--- src/rtl/voice_allocator.sv ---
// Polyphonic voice allocator: sequentially scans a voice table and issues one gate update per note event.
// Optional build macro VOICE_STEAL_EN: round-robin voice stealing when the table is full.
module voice_allocator #(
    parameter int unsigned NUM_VOICES = 16
) (
    input  logic        i_clk,
    input  logic        i_reset_n,
    input  logic        i_note_valid,
    output logic        o_note_ready,
    input  logic        i_note_on,
    input  logic [6:0]  i_note_num,
    input  logic [6:0]  i_velocity,
    input  logic [31:0] i_tuning_code,
    output logic        o_SPI_flag,
    output logic        o_SPI_note_status,
    output logic [7:0]  o_SPI_voice_index,
    output logic [31:0] o_SPI_tuning_code,
    output logic [6:0]  o_SPI_velocity,
    output logic        o_dropped,
    output logic [8:0]  o_active_count
);

    localparam int unsigned IDX_W = (NUM_VOICES > 1) ? $clog2(NUM_VOICES) : 1;
    localparam logic [IDX_W-1:0] LAST_IDX = IDX_W'(NUM_VOICES - 1);

    typedef enum logic [1:0] {IDLE, SCAN, ISSUE} state_t;

    state_t state;
    state_t next_state;

    logic                  ev_on;
    logic [6:0]            ev_note;
    logic [6:0]            ev_vel;
    logic [31:0]           ev_tune;

    logic [NUM_VOICES-1:0] slot_active;
    logic [6:0]            slot_note [NUM_VOICES];
    logic [31:0]           slot_tune [NUM_VOICES];

    logic [IDX_W-1:0]      scan_idx;
    logic                  match_found;
    logic [IDX_W-1:0]      match_idx;
    logic                  free_found;
    logic [IDX_W-1:0]      free_idx;
    logic [IDX_W-1:0]      target_idx;
    logic                  tgt_new;

    logic                  accept_c;
    logic                  scan_last_c;
    logic                  hit_c;
    logic                  match_found_c;
    logic [IDX_W-1:0]      match_idx_c;
    logic                  free_found_c;
    logic [IDX_W-1:0]      free_idx_c;
    logic                  target_ok_c;
    logic [IDX_W-1:0]      target_c;
    logic                  new_c;
`ifdef VOICE_STEAL_EN
    logic [IDX_W-1:0]      steal_ptr;
    logic                  tgt_steal;
    logic                  steal_c;
`endif

    assign accept_c    = (state == IDLE) && i_note_valid && o_note_ready;
    assign scan_last_c = (state == SCAN) && (scan_idx == LAST_IDX);

    // Fold the slot under examination into the running search results and pick a target.
    always_comb begin
        hit_c         = slot_active[scan_idx] && (slot_note[scan_idx] == ev_note);
        match_found_c = match_found || hit_c;
        match_idx_c   = match_found ? match_idx : scan_idx;
        free_found_c  = free_found || !slot_active[scan_idx];
        free_idx_c    = free_found ? free_idx : scan_idx;
        target_ok_c   = 1'b0;
        target_c      = '0;
        new_c         = 1'b0;
`ifdef VOICE_STEAL_EN
        steal_c       = 1'b0;
`endif
        if (match_found_c) begin
            target_ok_c = 1'b1;
            target_c    = match_idx_c;
        end else if (ev_on && free_found_c) begin
            target_ok_c = 1'b1;
            target_c    = free_idx_c;
            new_c       = 1'b1;
        end
`ifdef VOICE_STEAL_EN
        else if (ev_on) begin
            target_ok_c = 1'b1;
            target_c    = steal_ptr;
            steal_c     = 1'b1;
        end
`endif
    end

    always_ff @(posedge i_clk or negedge i_reset_n) begin
        if (!i_reset_n) state <= IDLE;
        else            state <= next_state;
    end

    always_comb begin
        next_state = state;
        case (state)
            IDLE:    if (accept_c) next_state = SCAN;
            SCAN:    if (scan_last_c) next_state = target_ok_c ? ISSUE : IDLE;
            ISSUE:   next_state = IDLE;
            default: next_state = IDLE;
        endcase
    end

    // Ready only after a full cycle resting in IDLE, so it is never high outside IDLE.
    always_ff @(posedge i_clk or negedge i_reset_n) begin
        if (!i_reset_n) o_note_ready <= 1'b0;
        else            o_note_ready <= (state == IDLE) && (next_state == IDLE);
    end

    always_ff @(posedge i_clk or negedge i_reset_n) begin
        if (!i_reset_n) begin
            ev_on             <= 1'b0;
            ev_note           <= '0;
            ev_vel            <= '0;
            ev_tune           <= '0;
            scan_idx          <= '0;
            match_found       <= 1'b0;
            match_idx         <= '0;
            free_found        <= 1'b0;
            free_idx          <= '0;
            target_idx        <= '0;
            tgt_new           <= 1'b0;
            slot_active       <= '0;
            for (int i = 0; i < int'(NUM_VOICES); i++) begin
                slot_note[i] <= '0;
                slot_tune[i] <= '0;
            end
            o_SPI_flag        <= 1'b0;
            o_SPI_note_status <= 1'b0;
            o_SPI_voice_index <= '0;
            o_SPI_tuning_code <= '0;
            o_SPI_velocity    <= '0;
            o_dropped         <= 1'b0;
            o_active_count    <= '0;
`ifdef VOICE_STEAL_EN
            steal_ptr         <= '0;
            tgt_steal         <= 1'b0;
`endif
        end else begin
            o_SPI_flag <= 1'b0;
            o_dropped  <= 1'b0;
            if (accept_c) begin
                ev_on       <= i_note_on && (i_velocity != 7'd0);
                ev_note     <= i_note_num;
                ev_vel      <= i_velocity;
                ev_tune     <= i_tuning_code;
                scan_idx    <= '0;
                match_found <= 1'b0;
                free_found  <= 1'b0;
            end
            if (state == SCAN) begin
                scan_idx    <= scan_idx + IDX_W'(1);
                match_found <= match_found_c;
                match_idx   <= match_idx_c;
                free_found  <= free_found_c;
                free_idx    <= free_idx_c;
                if (scan_last_c) begin
                    target_idx <= target_c;
                    tgt_new    <= new_c;
                    o_dropped  <= !target_ok_c;
`ifdef VOICE_STEAL_EN
                    tgt_steal  <= steal_c;
`endif
                end
            end
            // Commit the update to the table and present it to the voice controller.
            if (state == ISSUE) begin
                o_SPI_flag        <= 1'b1;
                o_SPI_note_status <= ev_on;
                o_SPI_voice_index <= 8'(target_idx);
                if (ev_on) begin
                    o_SPI_tuning_code     <= ev_tune;
                    o_SPI_velocity        <= ev_vel;
                    slot_active[target_idx] <= 1'b1;
                    slot_note[target_idx] <= ev_note;
                    slot_tune[target_idx] <= ev_tune;
                    if (tgt_new) o_active_count <= o_active_count + 9'd1;
`ifdef VOICE_STEAL_EN
                    if (tgt_steal) steal_ptr <= steal_ptr + IDX_W'(1);
`endif
                end else begin
                    o_SPI_tuning_code     <= slot_tune[target_idx];
                    o_SPI_velocity        <= '0;
                    slot_active[target_idx] <= 1'b0;
                    o_active_count        <= o_active_count - 9'd1;
                end
            end
        end
    end

endmodule

--- config.mk ---
export PLATFORM = sky130hd
export DESIGN_NAME = voice_allocator
export DESIGN_NICKNAME = d
export VERILOG_FILES = /design/src/rtl/voice_allocator.sv
export SDC_FILE = /design/constraint.sdc
export NUM_CORES = 1
export LEC_CHECK = 0
export CORE_MARGIN = 2
export CORE_UTILIZATION = 57
export CTS_CLUSTER_SIZE = 28
export DETAILED_ROUTE_END_ITERATION = 8
export DONT_BUFFER_PORTS = 1
export PLACE_DENSITY = 0.72
export SLEW_MARGIN = 0
export SYNTH_ARGS = -nofsm -noshare
export SYNTH_HDL_FRONTEND = slang
export SYNTH_SLANG_ARGS = --single-unit
--- constraint.sdc ---
create_clock -name i_clk -period 4.2 [get_ports i_clk]
set_clock_uncertainty 0.1 [all_clocks]
set_input_delay 1.26 -clock i_clk [delete_from_list [all_inputs] [get_ports i_clk]]
set_output_delay 1.26 -clock i_clk [all_outputs]
set_load 0.01 [all_outputs]
==> run notes, run 1 <==
impl run done, here's what came out: Pwr Density=about 510 nW/um^2, post-place setup slack=0.935 ns, critical path fanouts, max=25, die width=248 um, Power, Total=~19 mW, Finished Layout Cells=3079, Final period util=78.8%, filler instances=about 4300, sequential power share=48.9%, pin count of the biggest net entering global routing=~770, DR vias/cell=6.29, FMAX=around 300 MHz, Adder Share, Synth=less than 1%, Rel. slew slack=-76.2%, Post-DRT Antenna Nets=0, post-cts hold-fix buffer tally=0, clock buffer depth=3, switching part of the total=approximately 31%, Post-synth regs=764, Max Slew Vio Count=673, vias in the first global route=between 20000 and 25000, synthesized area=34100 um^2, main logic family after synthesis=multiplexers, layout cell share with drive strength beyond 1=44.6%, root buf cell=clkbuf_16, I/O Pins=110, Seq share, synth=56.1%, P_int=around 13 mW, Critical Path Start Type=flop, Post-synth EDFFs=0, cts bufs inserted=79, Total Wirelength=77.0 mm, Multiplexer share=34.1%, WL/cell=25.0 um, combinational group share of total power=14.9%, first-pass GRT wire length=123 mm, Placer Congestion=0.828, H-tree level count=3, post-CTS setup buffer count=0, main flop type after synthesis=dfrtp_1, top cells, area=dfrtp_1 56%, mux2_2 21%, mux4_2 13%, nand2_1 2.9%, clkbuf_1 1.3%, port bufs=0, clock sink count=764, Final Hold Fails=0, Yosys Chip Area=34100 um^2, worst reg2reg startpoint=scan_idx[1]$_DFFE_PN0P_, total number of vias=~19000, worst-margin pin slew=2.64 ns, critical path arrival=3.70 ns, Worst IR Drop VDD=roughly 0.43 mV, Die Y=248 um, XOR Share, Synth=less than 1%, FFs w/ async S/R, synth=100%, Core Util at FP=57.7%, drt pass-1 iters=5, most numerous cell in the Yosys netlist=dfrtp_1, Worst setup startpoint=scan_idx[1]$_DFFE_PN0P_, CP Capture Point=o_dropped$_DFF_PN0_, Setup WS post-layout=0.889 ns, Simple-Gate Area Share=4.57%, Lkg Pwr=17.8 nW, Cells after Synth=around 2300, status=finished, violations left, post-layout min period=approximately 3.3 ns, Insertion Delay late pin=~0.63 ns, Cell variety after synth=55, CTS tree=yes, Commonest cells post-synth=764 x dfrtp_1, 635 x mux2_2, 264 x nand2_1, 195 x mux4_2, 121 x clkbuf_1, Setup CP Type=flop to flop, ao+oa area frac=between 1.5 and 2%, Post-Synthesis Mean Instance Area=about 15 um^2, antenna violations before repair=0, Cells after DPL=2941, chip area=61700 um^2, Critical Path End Type=flop, Setup-failing EPs final=0, DRC=0, flop-to-flop setup slack=0.89 ns, GRT Util Overall=25.6%, CTS resizes=0, row cnt=89, HP Class=primary input to async pin, drt initial violations=1430, violated checks=max-slew violations, path depth of the worst reg2reg path=6, setup TNS=0 ns, area growth from synthesis to final layout=9.62%, RSZ-0062 raised after global routing=no, Max-area cell share=56.1%, total global routing overflow=0, P_sw=5.91 mW, Worst Path Required=4.58 ns, Worst-path clk slew=0.06 ns, Tool Warnings=29, Core Area=slightly below 60000 um^2, logic area=14200 um^2, Yosys warning count=0, Max Cap Viol=0, final net count=2308, placed wire-length estimate=44.4 mm, yosys cell count=roughly 2300, cell taking the most area after synthesis=dfrtp_1, R2R Path End=o_dropped$_DFF_PN0_, Clk pwr share=36.2%
## run 1: state kept, by name, indices dropped and copies added, names as in the netlist, 7 cells and up, named ones only
signal             flops
slot_note            112
ev_vel                 7
ev_note                7
ev_tune               32
o_SPI_tuning_code     32
slot_tune            512
o_SPI_velocity         7
o_active_count         9
## run 1: power by group through the flow
| stage | clock network [mW] | registers [mW] | logic (mW) |
|---|---|---|---|
| 6_report | 6.88 | 9.31 | 2.83 |
| 5_1_grt | 7.32 | 9.47 | 3.09 |
| 4_1_cts | 7.01 | 9.29 | 2.86 |
| 3_5_place_dp | 0 | 9.42 | 2.86 |
| 3_3_place_gp | 0 | 9.37 | 2.82 |
| 2_1_floorplan | 0 | 8.33 | 2.91 |
## run 1: final cells by class
cell class,instances,share of cell area (%)
flip-flops and latches,764,51.2
multi-input cells,1351,38.0
clock buffers,118,6.26
well taps,773,2.59
repair buffers,47,1.35
clock inverters,19,0.529
inverters,6,0.0636
diodes,1,0.00670
## run 1: logic make-up after synthesis
family / after synthesis
AOI/OAI and AO/OA: 104
buffers and inverters: 207
muxes: 838
and+or+nand+nor: 381
adders and majority gates: 9
xor gates and xnor gates: 15
other: 1
DFF: 764
## run 1: worst min-delay path by stage
stage | from | endpoint | slack [ns] | depth (start not counted)
detailed placement | ev_vel[4]$_DFFE_PN0P_ | ev_vel[4]$_DFFE_PN0P_ | 0.36 | 2
finish | i_reset_n | ev_tune[3]$_DFFE_PN0P_ | 0.30 | 0
floorplan | flop | flop | 0.34 | 1
global route | i_reset_n | ev_tune[3]$_DFFE_PN0P_ | 0.26 | 0
CTS | i_reset_n | slot_tune[99]$_DFFE_PN0P_ | 0.24 | 0
global placement | ev_vel[0]$_DFFE_PN0P_ | ev_vel[0]$_DFFE_PN0P_ | 0.36 | 2
## run 1: stage by stage
stage | hold WS (ns) | instance area, um^2
after floorplan | 0.345 | 34100
after global placement | 0.357 | 34800
after detailed placement | 0.364 | 34800
after CTS | 0.244 | 37400
after global routing | 0.264 | 37400
final | 0.300 | 37400
## run 1: worst max-delay path, stage by stage, from the launching register on
cell       delay (ns)
dfrtp_1          1.06
buf_4            0.38
mux4_2           0.33
mux4_2           0.53
and2_1           0.18
o221a_2          0.16
a2111oi_1        0.41
## run 1: layout by cell type, fill, tap and decap left out, types with 3 or more instances in the layout
cell       instances
a21o_1             5
a21oi_1            8
a31oi_1           36
and2_1             3
buf_12            12
buf_4             35
bufinv_16          3
clkbuf_1          21
clkbuf_16         82
clkbuf_8          15
clkinv_2          11
conb_1             4
dfrtp_1          758
dfrtp_2            4
ha_1               8
inv_1              3
mux2_2           635
mux2i_1            8
mux4_2           195
nand2_1          260
nand2_2            5
nand2b_1           3
nand3_1           17
nor2_1            48
nor2_4            12
nor2b_1            3
nor3_1             6
o21ai_0           40
o21bai_1           3
or2_2              5
or3_1              3
xnor2_1           13
## run 1: metal layers
metal  global-route usage, %  wire (um)  up-vias
met4                    7.22       1890        0
met2                    41.5      37600      447
li1                        -          -     8244
met3                    4.08       3430      125
met1                    36.4      34100    10551
met5                       0          0        -
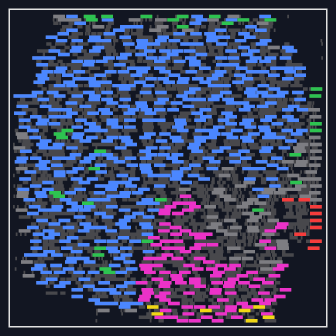
Figure 1: run 1, register map, names as in the netlist.
Other sequential cells in the stronger grey, the rest of the logic in the fainter grey.
| signal | colour | placed flops |
|---|---|---|
| `slot_tune` | blue | 512 |
| `slot_note` | magenta | 112 |
| `ev_note` | yellow | 7 |
| `o_SPI_tuning_code` | green | 32 |
| `o_active_count` | red | 9 |
register area: 19100 um^2
sequential portion of the cell area: 51.2%
Seq group: 9.31 mW
final core occ: 63.3%

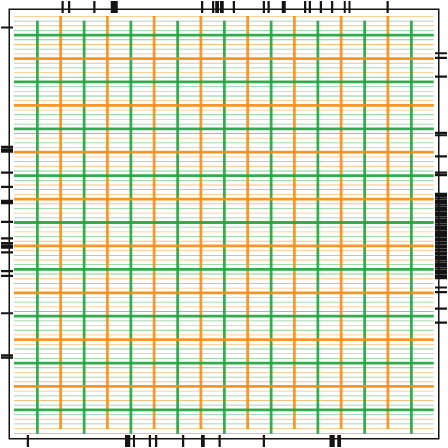
Figure 2: run 1, PDN straps and rails.
Pins as bars on the die edge.
| net | colour |
|---|---|
| VDD | orange |
| VSS | green |
met4 straps: 17
met1 rails: 90
rows: 89
met5 straps: 17

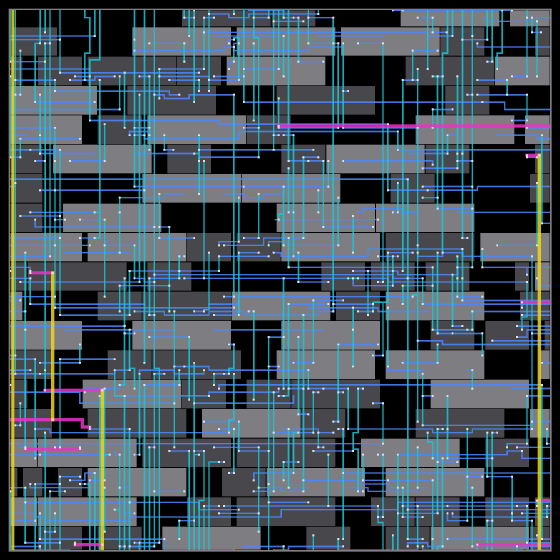
Figure 3: run 1, close-up of the layout.
Window x 37 to 87, y 161 to 211 um. Cells in grey, sequential cells in the stronger grey; small squares are vias.
| layer | colour |
|---|---|
| met1 | blue |
| met4 | yellow |
| met2 | cyan |
| met3 | magenta |
cells with their middle in the window: 97
sequential cells in the window: 39
netlist names of flops here include: `slot_tune` (39)
most frequent: mux2_2 (40), dfrtp_1 (39), mux4_2 (10)

Figure 4. Gate families picked out (run 1).
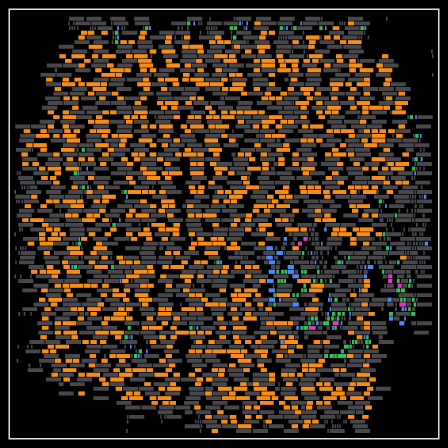

## Run 2: what changed since run 1
- clock period: 4.2 -> 3.4 ns (I/O delays scaled with it)
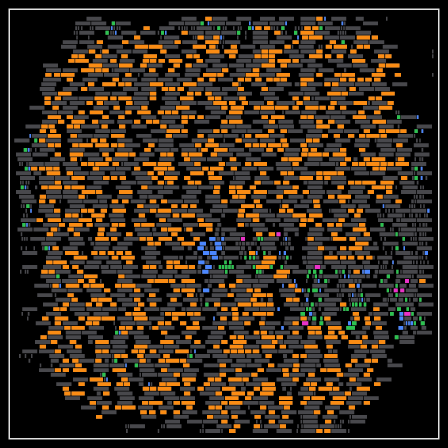
Figure 5: run 2, gate families picked out.
| family | colour | cells |
|---|---|---|
| inverting AOI/OAI gates | green | 96 |
| AND-OR and OR-AND gates | magenta | 8 |
| multiplexers | orange | 838 |
| NOR gates | blue | 75 |
combinational share of cell area: 37.8%
dominant logic cell type in the layout: dfrtp_1
Finished Layout Cells: 3100

==> run 2 against run 1 <==
The flow still finishes with violations (max-slew violations). Sequential share of layout area down 0.29 points. Die area is the same. Wire length increased by 0.82%. Synthesized area unchanged. Worst hold slack worse by 0.23 ns. Largest power group unchanged. Register-to-register slack got worse by 0.55 ns. Design area grew 0.57%. Via count decreased by 0.30%. Critical path type is now primary input to async pin. Combinational power increased by 31%.
==> run notes, run 2 <==
impl run done, here's what came out: status=finished, violations left, violated checks=max-slew violations, Post-synth regs=764 (unchanged), Lkg Pwr=18.0 nW (+0.78%), Post-DRT Antenna Nets=0 (unchanged), Commonest cells post-synth=764 x dfrtp_1, 635 x mux2_2, 264 x nand2_1, 195 x mux4_2, 121 x clkbuf_1, antenna violations before repair=0 (unchanged), Tool Warnings=28 (-3.4%), Max Slew Vio Count=613 (-8.9%), Pwr Density=636 nW/um^2 (+25%), CTS tree=yes, Total Wirelength=77.6 mm (+0.82%), Post-Synthesis Mean Instance Area=14.7 um^2 (unchanged), path depth of the worst reg2reg path=7 (+1), top cells, area=dfrtp_1 56%, mux2_2 21%, mux4_2 13%, nand2_1 2.9%, clkbuf_1 1.3%, Placer Congestion=0.814 (-1.6%), Cell variety after synth=55 (unchanged), cts bufs inserted=79 (unchanged), die width=248 um (unchanged), Worst IR Drop VDD=0.561 mV (+30%), Worst-path clk slew=0.06 ns (about the same), most numerous cell in the Yosys netlist=dfrtp_1, Core Area=59000 um^2 (unchanged), critical path arrival=3.01 ns (-0.69 ns), worst reg2reg startpoint=scan_idx[0]$_DFFE_PN0P_, total number of vias=19308 (-0.30%), # diodes=0 (-1), Final Cell Area=37600 um^2 (+0.57%), worst-margin pin slew=4.01 ns (+1.36 ns), CTS resizes=0 (unchanged), Placed Area=34900 um^2 (+0.24%), port bufs=0 (unchanged), Core Util at FP=57.7% (unchanged), Yosys warning count=0 (unchanged), Biggest register=slot_tune, HP Class=primary input to async pin, filler instances=4198 (-1.7%), Critical Path Start Type=primary input, Worst Path Required=3.08 ns (-1.50 ns), Die Y=248 um (unchanged), GRT Util Overall=25.8% (+0.18 points), Critical Path End Type=async pin, DRC=0 (unchanged), Largest register FFs=512 (unchanged), cell taking the most area after synthesis=dfrtp_1, Seq share, synth=56.1% (unchanged), Final period util=97.9%, clock buffer depth=3 (unchanged), pin count of the biggest net entering global routing=765 (unchanged), largest registers=slot_tune x512, slot_note x112, Setup WS post-layout=0.0704 ns (-0.819 ns), row cnt=89 (unchanged), final net count=2324 (+0.69%), vias in the first global route=20617 (-0.34%), placed wire-length estimate=44.8 mm (+0.95%), total global routing overflow=0 (unchanged), most frequent logic cells in the routed design=758 x dfrtp_1, 635 x mux2_2, 260 x nand2_1, Yosys Chip Area=34100 um^2 (unchanged), drt pass-1 iters=7 (+2), layout cell share with drive strength beyond 1=45.6% (+0.91 points), Rel. slew slack=-167% (-91 points), Cells after DPL=2957 (+0.54%)
-- run 2: cell counts after synthesis --
Identical to the previous run, type by type.
-- run 2: final cells by class --
type,instances,area [um^2],area share (%)
Inverter,6,23.8,0.0633
Clock inverter,35,389,1.04
Clock buffer,108,2280,6.07
Timing Repair Buffer,63,586,1.56
Tap cell,773,967,2.57
Multi-Input combinational cell,1351,14200,37.8
Sequential cell,764,19100,50.9
-- run 2: per-stage QoR --
step                power, mW  utilization (%)
global placement         15.1             59.1
finish                   23.9             63.7
global route             25.0             63.7
floorplan                13.9                -
detailed placement       15.3             59.1
CTS                      24.1             63.7
-- run 2: how the worst max path moves through the flow --
| stage | startpoint | endpoint | cells after the start |
|---|---|---|---|
| 2_1_floorplan | ev_on$_DFFE_PN0P_ | o_active_count[8]$_DFFE_PN0P_ | 11 |
| 3_3_place_gp | scan_idx[0]$_DFFE_PN0P_ | o_dropped$_DFF_PN0_ | 6 |
| 3_5_place_dp | scan_idx[0]$_DFFE_PN0P_ | tgt_new$_DFFE_PN0P_ | 7 |
| 4_1_cts | scan_idx[0]$_DFFE_PN0P_ | tgt_new$_DFFE_PN0P_ | 7 |
| 5_1_grt | scan_idx[0]$_DFFE_PN0P_ | o_dropped$_DFF_PN0_ | 6 |
| 6_report | i_reset_n | slot_tune[108]$_DFFE_PN0P_ | 0 |
-- run 2: cells by family after synthesis --
kind of cell | after synthesis | share of synthesized area (%)
flops | 764 | 56.1
xor+xnor | 15 | 0.386
compound gates | 104 | 1.86
mux | 838 | 34.1
buf+inv | 207 | 2.60
simple gates | 381 | 4.57
other cells | 1 | 0.0110
fa+ha+maj | 9 | 0.353
-- run 2: metal layers --
layer	track usage, %	share of wire, %
met4	6.28	1.7
met2	41.9	49
met1	36.8	44
met3	4.52	5.7
met5	0	0
-- run 2: where the power goes --
| part | leakage [nW] | internal, mW | switching [mW] | total [mW] |
|---|---|---|---|---|
| Clock | 1.31 | 5.24 | 3.58 | 8.82 |
| Combinational | 6.11 | 1.63 | 2.07 | 3.70 |
| Sequential | 10.6 | 9.65 | 1.74 | 11.4 |
Power and IR drop assume default switching activity.
